### The metal 2 layer, run 1

(4 px per um)
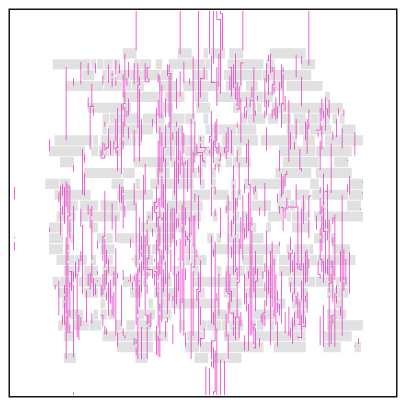
### Wiring by layer, run 1

(6 px per um) Two of the layers only.
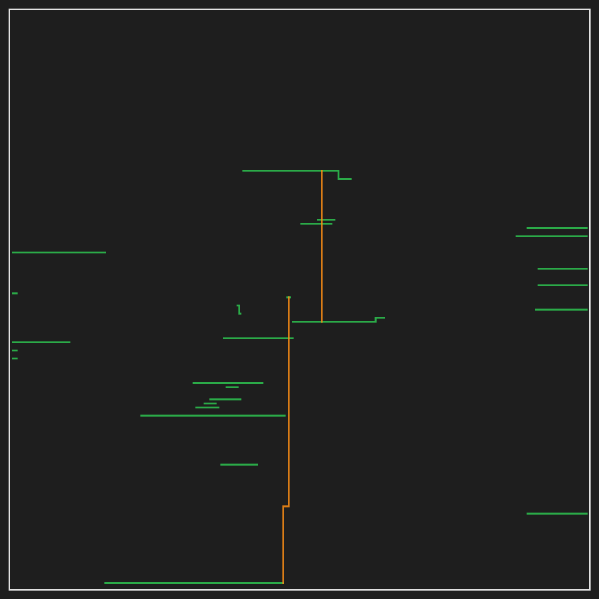
### I/O nets highlighted, run 1

(4 px per um)
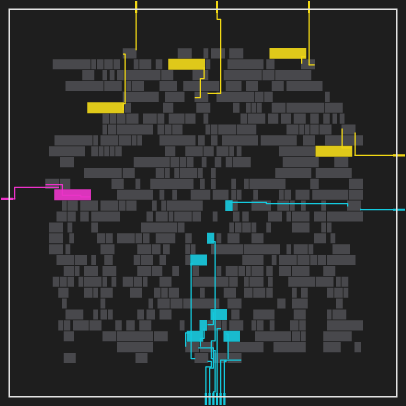
### Close-up of the layout, run 1

Region (62, 62) to (82, 82) um. Cells in grey, sequential cells in the stronger grey; small squares are vias.
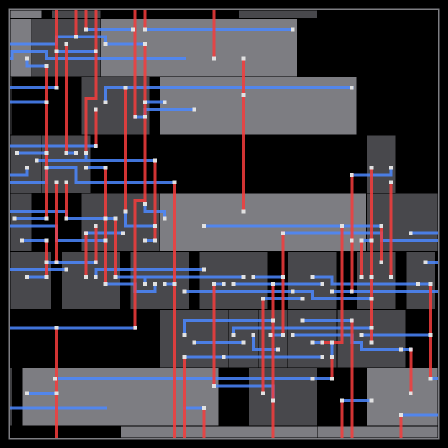
[src/rtl/vm_pkg.sv]
// Shared types and coin constants for the multi-product vending machine.
package vm_pkg;

  typedef enum logic [1:0] {
    IDLE,
    CREDIT,
    VEND,
    CHANGE
  } vm_state_e;

  typedef enum logic [1:0] {
    COIN_NONE,
    COIN_N,
    COIN_D,
    COIN_Q
  } coin_sel_e;

  localparam int unsigned NICKEL  = 5;
  localparam int unsigned DIME    = 10;
  localparam int unsigned QUARTER = 25;

  function automatic logic [4:0] coin_value(input coin_sel_e c);
    case (c)
      COIN_N:  coin_value = 5'(NICKEL);
      COIN_D:  coin_value = 5'(DIME);
      COIN_Q:  coin_value = 5'(QUARTER);
      default: coin_value = '0;
    endcase
  endfunction

endpackage

[src/rtl/vm_change_dispenser.sv]
// Serial change return: loads an amount, then pays it out one dime or nickel per cycle.
module vm_change_dispenser
  import vm_pkg::*;
#(
  parameter int unsigned CREDIT_W = 7
) (
  input  logic                clk,
  input  logic                reset,
  input  logic                load,
  input  logic [CREDIT_W-1:0] load_val,
  input  logic                run,
  output logic                change_d,
  output logic                change_n,
  output logic [CREDIT_W-1:0] remainder,
  output logic                done
);

  logic [CREDIT_W-1:0] src;
  logic [CREDIT_W-1:0] src_next;
  logic                take_dime;
  logic                fire;

  // The first coin is paid on the load edge itself, so remainder always
  // shows the amount still owed after the pulse currently on the outputs.
  always_comb begin
    fire      = load || (run && (remainder != '0));
    src       = load ? load_val : remainder;
    take_dime = (src >= CREDIT_W'(DIME));
    if (take_dime) begin
      src_next = src - CREDIT_W'(DIME);
    end else if (src >= CREDIT_W'(NICKEL)) begin
      src_next = src - CREDIT_W'(NICKEL);
    end else begin
      src_next = '0;
    end
  end

  always_ff @(posedge clk or negedge reset) begin
    if (!reset) begin
      remainder <= '0;
      change_d  <= 1'b0;
      change_n  <= 1'b0;
    end else begin
      change_d <= fire && take_dime;
      change_n <= fire && !take_dime;
      if (fire) begin
        remainder <= src_next;
      end
    end
  end

  assign done = run && !load && (remainder == '0);

endmodule

[src/rtl/vending_machine_multi.sv]
// Multi-product coin vending controller with per-item stock and serial change return.
// Optional idle refund timeout enabled by defining REFUND_TIMEOUT_EN.
module vending_machine_multi
  import vm_pkg::*;
#(
  parameter int unsigned PRICE       = 15,
  parameter int unsigned CREDIT_MAX  = 95,
  parameter int unsigned CREDIT_W    = 7,
  parameter int unsigned NUM_ITEMS   = 4,
  parameter int unsigned STOCK_INIT  = 3,
  parameter int unsigned STOCK_W     = 4,
  parameter int unsigned TIMEOUT_CYC = 1000,
  localparam int unsigned SEL_W      = (NUM_ITEMS > 1) ? $clog2(NUM_ITEMS) : 1
) (
  input  logic                 clk,
  input  logic                 reset,
  input  logic                 N,
  input  logic                 D,
  input  logic                 Q,
  input  logic                 buy,
  input  logic [SEL_W-1:0]     sel,
  input  logic                 cancel,
  output logic                 vend,
  output logic [SEL_W-1:0]     vend_item,
  output logic                 change_d,
  output logic                 change_n,
  output logic                 coin_reject,
  output logic [CREDIT_W-1:0]  credit,
  output logic [NUM_ITEMS-1:0] sold_out,
  output logic                 busy
);

  localparam int unsigned SUM_W = CREDIT_W + 1;

  if (((PRICE % 5) != 0) || (PRICE > CREDIT_MAX) || ((CREDIT_MAX % 5) != 0) ||
      (TIMEOUT_CYC == 0) || (NUM_ITEMS == 0) || (NUM_ITEMS > 16)) begin : g_param_check
    $error("vending_machine_multi: illegal parameter set");
  end

  vm_state_e            state_q, state_d;
  logic [CREDIT_W-1:0]  credit_q, credit_d;
  logic [STOCK_W-1:0]   stock_q [NUM_ITEMS];
  logic [STOCK_W-1:0]   stock_d [NUM_ITEMS];
  logic                 vend_d;
  logic [SEL_W-1:0]     vend_item_d;
  logic                 reject_d;
  logic [NUM_ITEMS-1:0] sold_d;

  coin_sel_e            coin;
  logic                 coin_extra;
  logic [SUM_W-1:0]     coin_sum;
  logic                 coin_fits;
  logic                 coin_accept;
  logic                 sel_ok;
  logic                 do_cancel;
  logic                 do_buy;
  logic                 timeout_hit;

  logic                 chg_load;
  logic                 chg_run;
  logic                 chg_done;
  logic [CREDIT_W-1:0]  chg_rem;

  always_comb begin
    coin = COIN_NONE;
    if (Q) begin
      coin = COIN_Q;
    end else if (D) begin
      coin = COIN_D;
    end else if (N) begin
      coin = COIN_N;
    end
    coin_extra = (Q && (D || N)) || (D && N);
    coin_sum   = {1'b0, credit_q} + SUM_W'(coin_value(coin));
    coin_fits  = (coin_sum <= SUM_W'(CREDIT_MAX));

    // Out-of-range sel never matches an index, so it reads as unavailable.
    sel_ok = 1'b0;
    for (int unsigned i = 0; i < NUM_ITEMS; i++) begin
      if ((sel == SEL_W'(i)) && (stock_q[i] != '0)) begin
        sel_ok = 1'b1;
      end
    end

    do_cancel   = (state_q == CREDIT) && (cancel || timeout_hit);
    do_buy      = (state_q == CREDIT) && !do_cancel && buy && sel_ok &&
                  (credit_q >= CREDIT_W'(PRICE));
    coin_accept = (coin != COIN_NONE) && coin_fits &&
                  ((state_q == IDLE) || ((state_q == CREDIT) && !do_cancel && !do_buy));
  end

  always_comb begin
    state_d     = state_q;
    credit_d    = credit_q;
    stock_d     = stock_q;
    vend_d      = 1'b0;
    vend_item_d = vend_item;
    chg_load    = 1'b0;

    case (state_q)
      IDLE: begin
        if (coin_accept) begin
          credit_d = coin_sum[CREDIT_W-1:0];
          state_d  = CREDIT;
        end
      end
      CREDIT: begin
        if (do_cancel) begin
          chg_load = 1'b1;
          credit_d = '0;
          state_d  = CHANGE;
        end else if (do_buy) begin
          state_d     = VEND;
          credit_d    = credit_q - CREDIT_W'(PRICE);
          vend_d      = 1'b1;
          vend_item_d = sel;
          for (int unsigned i = 0; i < NUM_ITEMS; i++) begin
            if (sel == SEL_W'(i)) begin
              stock_d[i] = stock_q[i] - STOCK_W'(1);
            end
          end
        end else if (coin_accept) begin
          credit_d = coin_sum[CREDIT_W-1:0];
        end
      end
      VEND: begin
        if (credit_q != '0) begin
          chg_load = 1'b1;
          credit_d = '0;
          state_d  = CHANGE;
        end else begin
          state_d = IDLE;
        end
      end
      CHANGE: begin
        if (chg_done) begin
          state_d = IDLE;
        end
      end
      default: state_d = IDLE;
    endcase

    reject_d = (coin != COIN_NONE) && (!coin_accept || coin_extra);
    for (int unsigned i = 0; i < NUM_ITEMS; i++) begin
      sold_d[i] = (stock_d[i] == '0);
    end
  end

  always_ff @(posedge clk or negedge reset) begin
    if (!reset) begin
      state_q     <= IDLE;
      credit_q    <= '0;
      for (int unsigned i = 0; i < NUM_ITEMS; i++) begin
        stock_q[i] <= STOCK_W'(STOCK_INIT);
      end
      vend        <= 1'b0;
      vend_item   <= '0;
      coin_reject <= 1'b0;
      busy        <= 1'b0;
      sold_out    <= {NUM_ITEMS{STOCK_INIT == 0}};
    end else begin
      state_q     <= state_d;
      credit_q    <= credit_d;
      stock_q     <= stock_d;
      vend        <= vend_d;
      vend_item   <= vend_item_d;
      coin_reject <= reject_d;
      busy        <= (state_d == VEND) || (state_d == CHANGE);
      sold_out    <= sold_d;
    end
  end

`ifdef REFUND_TIMEOUT_EN
  localparam int unsigned TO_W = (TIMEOUT_CYC > 1) ? $clog2(TIMEOUT_CYC) : 1;
  logic [TO_W-1:0] to_cnt;

  assign timeout_hit = (state_q == CREDIT) && (to_cnt == TO_W'(TIMEOUT_CYC - 1));

  always_ff @(posedge clk or negedge reset) begin
    if (!reset) begin
      to_cnt <= '0;
    end else if ((state_q != CREDIT) || (state_d != CREDIT) || coin_accept || buy) begin
      to_cnt <= '0;
    end else begin
      to_cnt <= to_cnt + TO_W'(1);
    end
  end
`else
  assign timeout_hit = 1'b0;
`endif

  assign chg_run = (state_q == CHANGE);
  assign credit  = chg_run ? chg_rem : credit_q;

  vm_change_dispenser #(
    .CREDIT_W(CREDIT_W)
  ) u_change (
    .clk      (clk),
    .reset    (reset),
    .load     (chg_load),
    .load_val (credit_q),
    .run      (chg_run),
    .change_d (change_d),
    .change_n (change_n),
    .remainder(chg_rem),
    .done     (chg_done)
  );

endmodule

[config.mk]
export PLATFORM = sky130hd
export DESIGN_NAME = vending_machine_multi
export DESIGN_NICKNAME = d
export VERILOG_FILES = /design/src/rtl/vm_pkg.sv /design/src/rtl/vm_change_dispenser.sv /design/src/rtl/vending_machine_multi.sv
export SDC_FILE = /design/constraint.sdc
export NUM_CORES = 1
export LEC_CHECK = 0
export ABC_CLOCK_PERIOD_IN_PS = 5800
export CAP_MARGIN = 10
export CELL_PAD_IN_SITES_DETAIL_PLACEMENT = 0
export CELL_PAD_IN_SITES_GLOBAL_PLACEMENT = 1
export CORE_MARGIN = 8
export CORE_UTILIZATION = 48
export CTS_CLUSTER_SIZE = 16
export DETAILED_ROUTE_END_ITERATION = 7
export GPL_TIMING_DRIVEN = 0
export PLACE_DENSITY = 0.84
export SYNTH_ARGS = -nofsm -noshare
export SYNTH_HDL_FRONTEND = slang
export SYNTH_HIERARCHICAL = 1
export SYNTH_SLANG_ARGS = --single-unit
[constraint.sdc]
create_clock -name clk -period 5.8 [get_ports clk]
set_input_delay 0.87 -clock clk [delete_from_list [all_inputs] [get_ports clk]]
set_output_delay 0.87 -clock clk [all_outputs]
set_load 0.01 [all_outputs]
==> run summary, run 1 <==
impl run done, here's what came out: final slew viol count=0, Overall Global Routing Usage=16.1%, setup ws final=1680 ps, grt ovf=0, final setup fails=0, Total Power=0.00196 W, final worst path period share=71.1%, Slew @ Worst Pin=693 ps, Cell Rows=29, Synth Register Bits=43, sequential share of cell area=30.4%, Leak=1.53 nW, crit path time final=4120 ps, FF/Latch Area=1090 um2, Buffers excl. clock=40, Worst path top cell family by delay=AND-OR/OR-AND gates, FP Util=49.3%, routability congestion estimate=0.855, Comb power frac=59.8%, Reg clk slew, reported paths=90 ps, final setup TNS=0 ps, run status=finished clean, R2R Path Start=credit_q[0], Sink Count=43, cts repair resizes=0
About 'The metal 2 layer':
The layer holds 47% of the routed length. The longest straight run is 43.2 um. The wires run mostly vertical. 327 nets have wire on it.

About 'Wiring by layer':
Green is M3, wire length 223 um. Orange is M4, wire length 73.7 um.

About 'I/O nets highlighted':
Cyan is credit, direction output, edge 6 south, 1 east, end cells 7, buffers 7, wire 195 um. Magenta is coin_reject, direction output, edge west, end cells 1, buffers 1, wire 28.7 um. Yellow is sold_out, direction output, edge 3 north, 1 east, end cells 4, buffers 4, wire 99.0 um.

About 'Close-up of the layout':
Red is M2. Blue is M1.
Sequential cells in the window: 4. Netlist names of flops here include stock_q (4). 24 logic cells have their middle in the window.

==> run 1: metal layers <==
metal | up-vias | routed length, um | part of all wire (%) | GRT usage (%)
li1 | 1285 | - | - | -
met5 | - | 0 | 0 | 0
met4 | 0 | 73 | 1.0 | 4.79
met3 | 4 | 223 | 3.1 | 2.55
met2 | 41 | 3380 | 47 | 26.5
met1 | 1252 | 3470 | 49 | 21.2
==> run 1: how the worst min path moves through the flow <==
| stage | from | depth (start not counted) | to |
|---|---|---|---|
| 2_1_floorplan | stock_q[15] | 1 | sold_out[0] |
| 3_3_place_gp | stock_q[11] | 1 | stock_q[11] |
| 3_5_place_dp | stock_q[3] | 1 | stock_q[3] |
| 4_1_cts | reset | 1 | credit_q[3] |
| 5_1_grt | reset | 1 | credit_q[3] |
| 6_report | reset | 1 | credit_q[3] |
--- run 2 (diff from run 1) ---
--- a/config.mk
+++ b/config.mk
@@ -5,16 +5,16 @@
 export SDC_FILE = /design/constraint.sdc
 export NUM_CORES = 1
 export LEC_CHECK = 0
-export ABC_CLOCK_PERIOD_IN_PS = 5800
+export ABC_CLOCK_PERIOD_IN_PS = 4200
 export CAP_MARGIN = 10
 export CELL_PAD_IN_SITES_DETAIL_PLACEMENT = 0
 export CELL_PAD_IN_SITES_GLOBAL_PLACEMENT = 1
 export CORE_MARGIN = 8
-export CORE_UTILIZATION = 48
+export CORE_UTILIZATION = 45
 export CTS_CLUSTER_SIZE = 16
 export DETAILED_ROUTE_END_ITERATION = 7
 export GPL_TIMING_DRIVEN = 0
-export PLACE_DENSITY = 0.84
+export PLACE_DENSITY = 0.79
 export SYNTH_ARGS = -nofsm -noshare
 export SYNTH_HDL_FRONTEND = slang
 export SYNTH_HIERARCHICAL = 1
==> constraint.sdc (replaced) <==
create_clock -name clk -period 4.2 [get_ports clk]
set_input_delay 0.63 -clock clk [delete_from_list [all_inputs] [get_ports clk]]
set_output_delay 0.63 -clock clk [all_outputs]
set_load 0.01 [all_outputs]
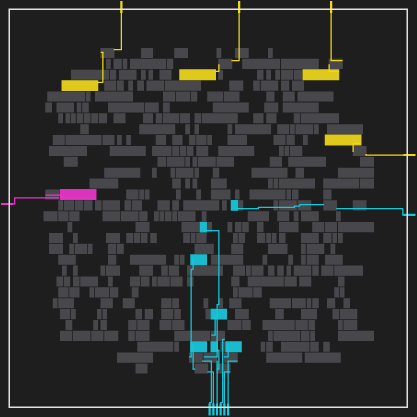
*I/O nets highlighted, run 2*
(4 px per um)
Yellow is sold_out, direction output, edge 3 north, 1 east, end cells 4, buffers 4, wire 70.8 um. Magenta is coin_reject, direction output, edge west, end cells 1, buffers 1, wire 26.4 um. Cyan is credit, direction output, edge 6 south, 1 east, end cells 7, buffers 7, wire 204 um.
# IOs: 27
IO buf count: 24

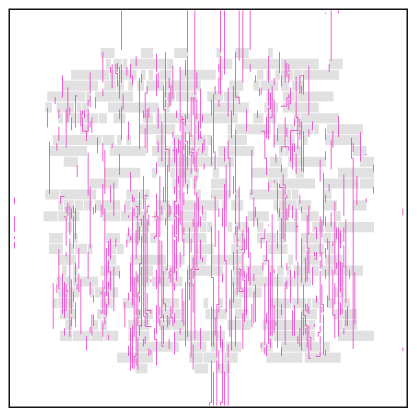
*The metal 2 layer, run 2*
(4 px per um)
The longest straight run is 47.7 um. The layer holds 48% of the routed length. The wires run mostly vertical.
Post-Route WL: 7100 um
met2 Use GR: 25.3%
via count: 2551

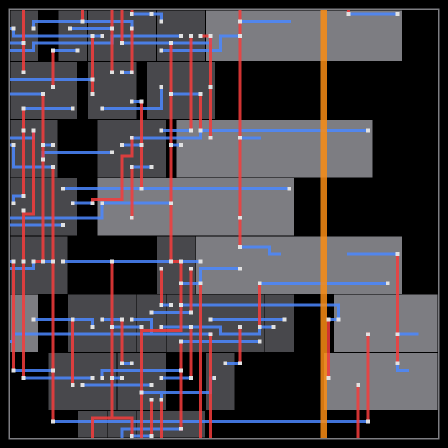
*Close-up of the layout, run 2*
Region (64, 64) to (84, 84) um. Cells in grey, sequential cells in the stronger grey; small squares are vias.
Orange is M4. Red is M2. Blue is M1.
Sequential cells in the window: 6. 25 logic cells have their middle in the window. Netlist names of flops here include stock_q (3), sold_out (2). Most frequent: dfrtp_1 (5), inv_1 (3), nor4_1 (3).

==> run summary, run 2 <==
impl run done, here's what came out: run status=finished clean, CP Launch Type=register, grt ovf=0 (unchanged), setup ws final=409 ps (-1270 ps), routability congestion estimate=0.844 (-1.3%), Sink Count=43 (unchanged), final slew viol count=0 (unchanged), Overall Global Routing Usage=15.2% (-0.88 points), critical path type=register to register, cts repair resizes=0 (unchanged), FP Util=46.1% (-3.2 points), Placeable Area=6760 um2, seq pwr=0.000759 W, final setup TNS=0 ps (unchanged), Synth Register Bits=43 (unchanged), Comb power frac=61.2% (+1.4 points), R2R Path Start=credit_q[0], Cell Rows=30 (+3.4%), Leak=1.51 nW (-0.93%), Slew @ Worst Pin=631 ps (-61.6 ps), wire per inst=15.6 um, CTS Root Cell=clkbuf_8, most frequent cell after synthesis=dfrtp_1, Total Power=0.00265 W (+35%), CP startpoint=credit_q[0], Worst path top cell family by delay=AND-OR/OR-AND gates
run 2: cells by family after synthesis:
kind of cell | share of synthesized area [%]
xor+xnor | 5.63
simple gates | 17.7
fa+ha+maj | 9.09
buf+inv | 5.55
flops | 34.9
compound gates | 20.0
mux | 7.20
run 2: area by class of cell:
class	instances	area (um2)
well taps	80	100
repair buffers	25	255
clock buffers	6	72.6
clock inverters	2	12.5
flip-flops and latches	43	1090
fillers	624	3190
inverters	28	105
plain buffers	15	67.6
multi-input cells	256	1860
run 2: metal layers:
| layer | wire length [um] | track usage (%) | share of wire (%) |
|---|---|---|---|
| met3 | 161 | 2.16 | 2.3 |
| met5 | 0 | 0 | 0 |
| met4 | 44 | 3.73 | 0.62 |
| met1 | 3510 | 20.3 | 49 |
| met2 | 3380 | 25.3 | 48 |
--- run 3 (diff from run 2) ---
--- a/config.mk
+++ b/config.mk
@@ -9,7 +9,6 @@
 export CAP_MARGIN = 10
 export CELL_PAD_IN_SITES_DETAIL_PLACEMENT = 0
 export CELL_PAD_IN_SITES_GLOBAL_PLACEMENT = 1
-export CORE_MARGIN = 8
 export CORE_UTILIZATION = 45
 export CTS_CLUSTER_SIZE = 16
 export DETAILED_ROUTE_END_ITERATION = 7
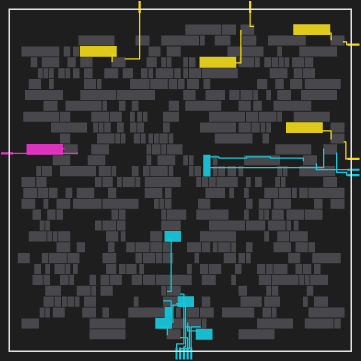
*I/O nets highlighted, run 3*
(4 px per um)
Yellow is sold_out, direction output, edge 2 north, 2 east, end cells 4, buffers 4, wire 46.7 um. Cyan is credit, direction output, edge 5 south, 2 east, end cells 7, buffers 7, wire 165 um. Magenta is coin_reject, direction output, edge west, end cells 1, buffers 1, wire 17.3 um.

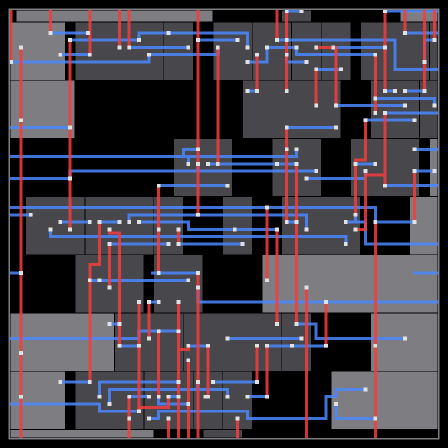
*Close-up of the layout, run 3*
Region (54, 54) to (74, 74) um. Cells in grey, sequential cells in the stronger grey; small squares are vias.
Blue is M1. Red is M2.
Sequential cells in the window: 3. 29 logic cells have their middle in the window. Netlist names of flops here include stock_q (2), sold_out (1). Most frequent: inv_1 (4), nor4_1 (3), xnor2_1 (3).

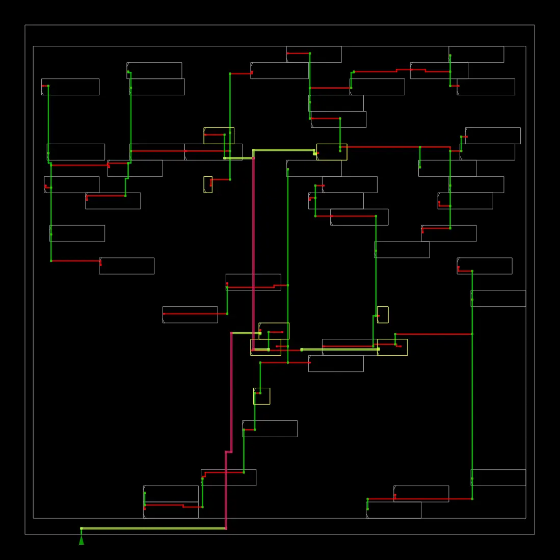
*The clock network, run 3*
clk pwr: 0.000267 W
Num CTS Buffers: 5
clk_skew: 3.81 ps

==> run summary, run 3 <==
impl run done, here's what came out: run status=finished clean, Overall Global Routing Usage=20.7% (+5.5 points), Slew @ Worst Pin=608 ps (-23.5 ps), clkbuf count=6 (unchanged), FF/Latch Area=1090 um2 (unchanged), wl on met1=3570 um (+1.6%), Cell Rows=29 (-3.3%), IO buf count=24 (unchanged), Synth Register Bits=43 (unchanged), seq pwr=0.000754 W (-0.7%), Post-Route WL=7040 um (-0.87%), Placeable Area=6490 um2 (-3.9%), #MultiIn Comb=256 (unchanged), met2 WL post-DR=3250 um (-3.8%), critical path type=register to register, GR Util met3=3.21% (+1.0 points), Taps Inserted=77 (-3.8%), most frequent cell after synthesis=dfrtp_1, via count=2560 (+0.35%), logic area=1860 um2 (unchanged), Worst path top cell family by delay=AND-OR/OR-AND gates, buffering overhead=9.07% (+0.0096 points), sequential share of cell area=30.5% (+0.032 points), filler cell count=576 (-7.7%), Comb power frac=61.3% (about the same), largest class=combinational gates, clk tree area frac=2.39% (+0.0025 points), Total Power=0.00264 W (-0.15%)
-- run 3: cell counts after synthesis --
No cell type changed its count.
-- run 3: logic make-up after synthesis --
kind of cell    share of synthesized area (%)
buf+inv                                  5.55
fa+ha+maj                                9.09
xor+xnor                                 5.63
mux                                      7.20
simple gates                             17.7
compound gates                           20.0
flops                                    34.9
-- run 3: path summary, 6_finish.rpt --
| kind | from | endpoint | slack (ps) |
|---|---|---|---|
| max | credit_q[0] | u_change/remainder[2] | 400 |
| min | reset | u_change/remainder[5] | 250 |
| max reg2reg | credit_q[0] | u_change/remainder[2] | 400 |
| min reg2reg | stock_q[7] | stock_q[7] | 490 |
| max in group asynchronous | reset | stock_q[1] | 3380 |
| min in group clk | stock_q[7] | stock_q[7] | 490 |
Power and IR drop assume default switching activity.
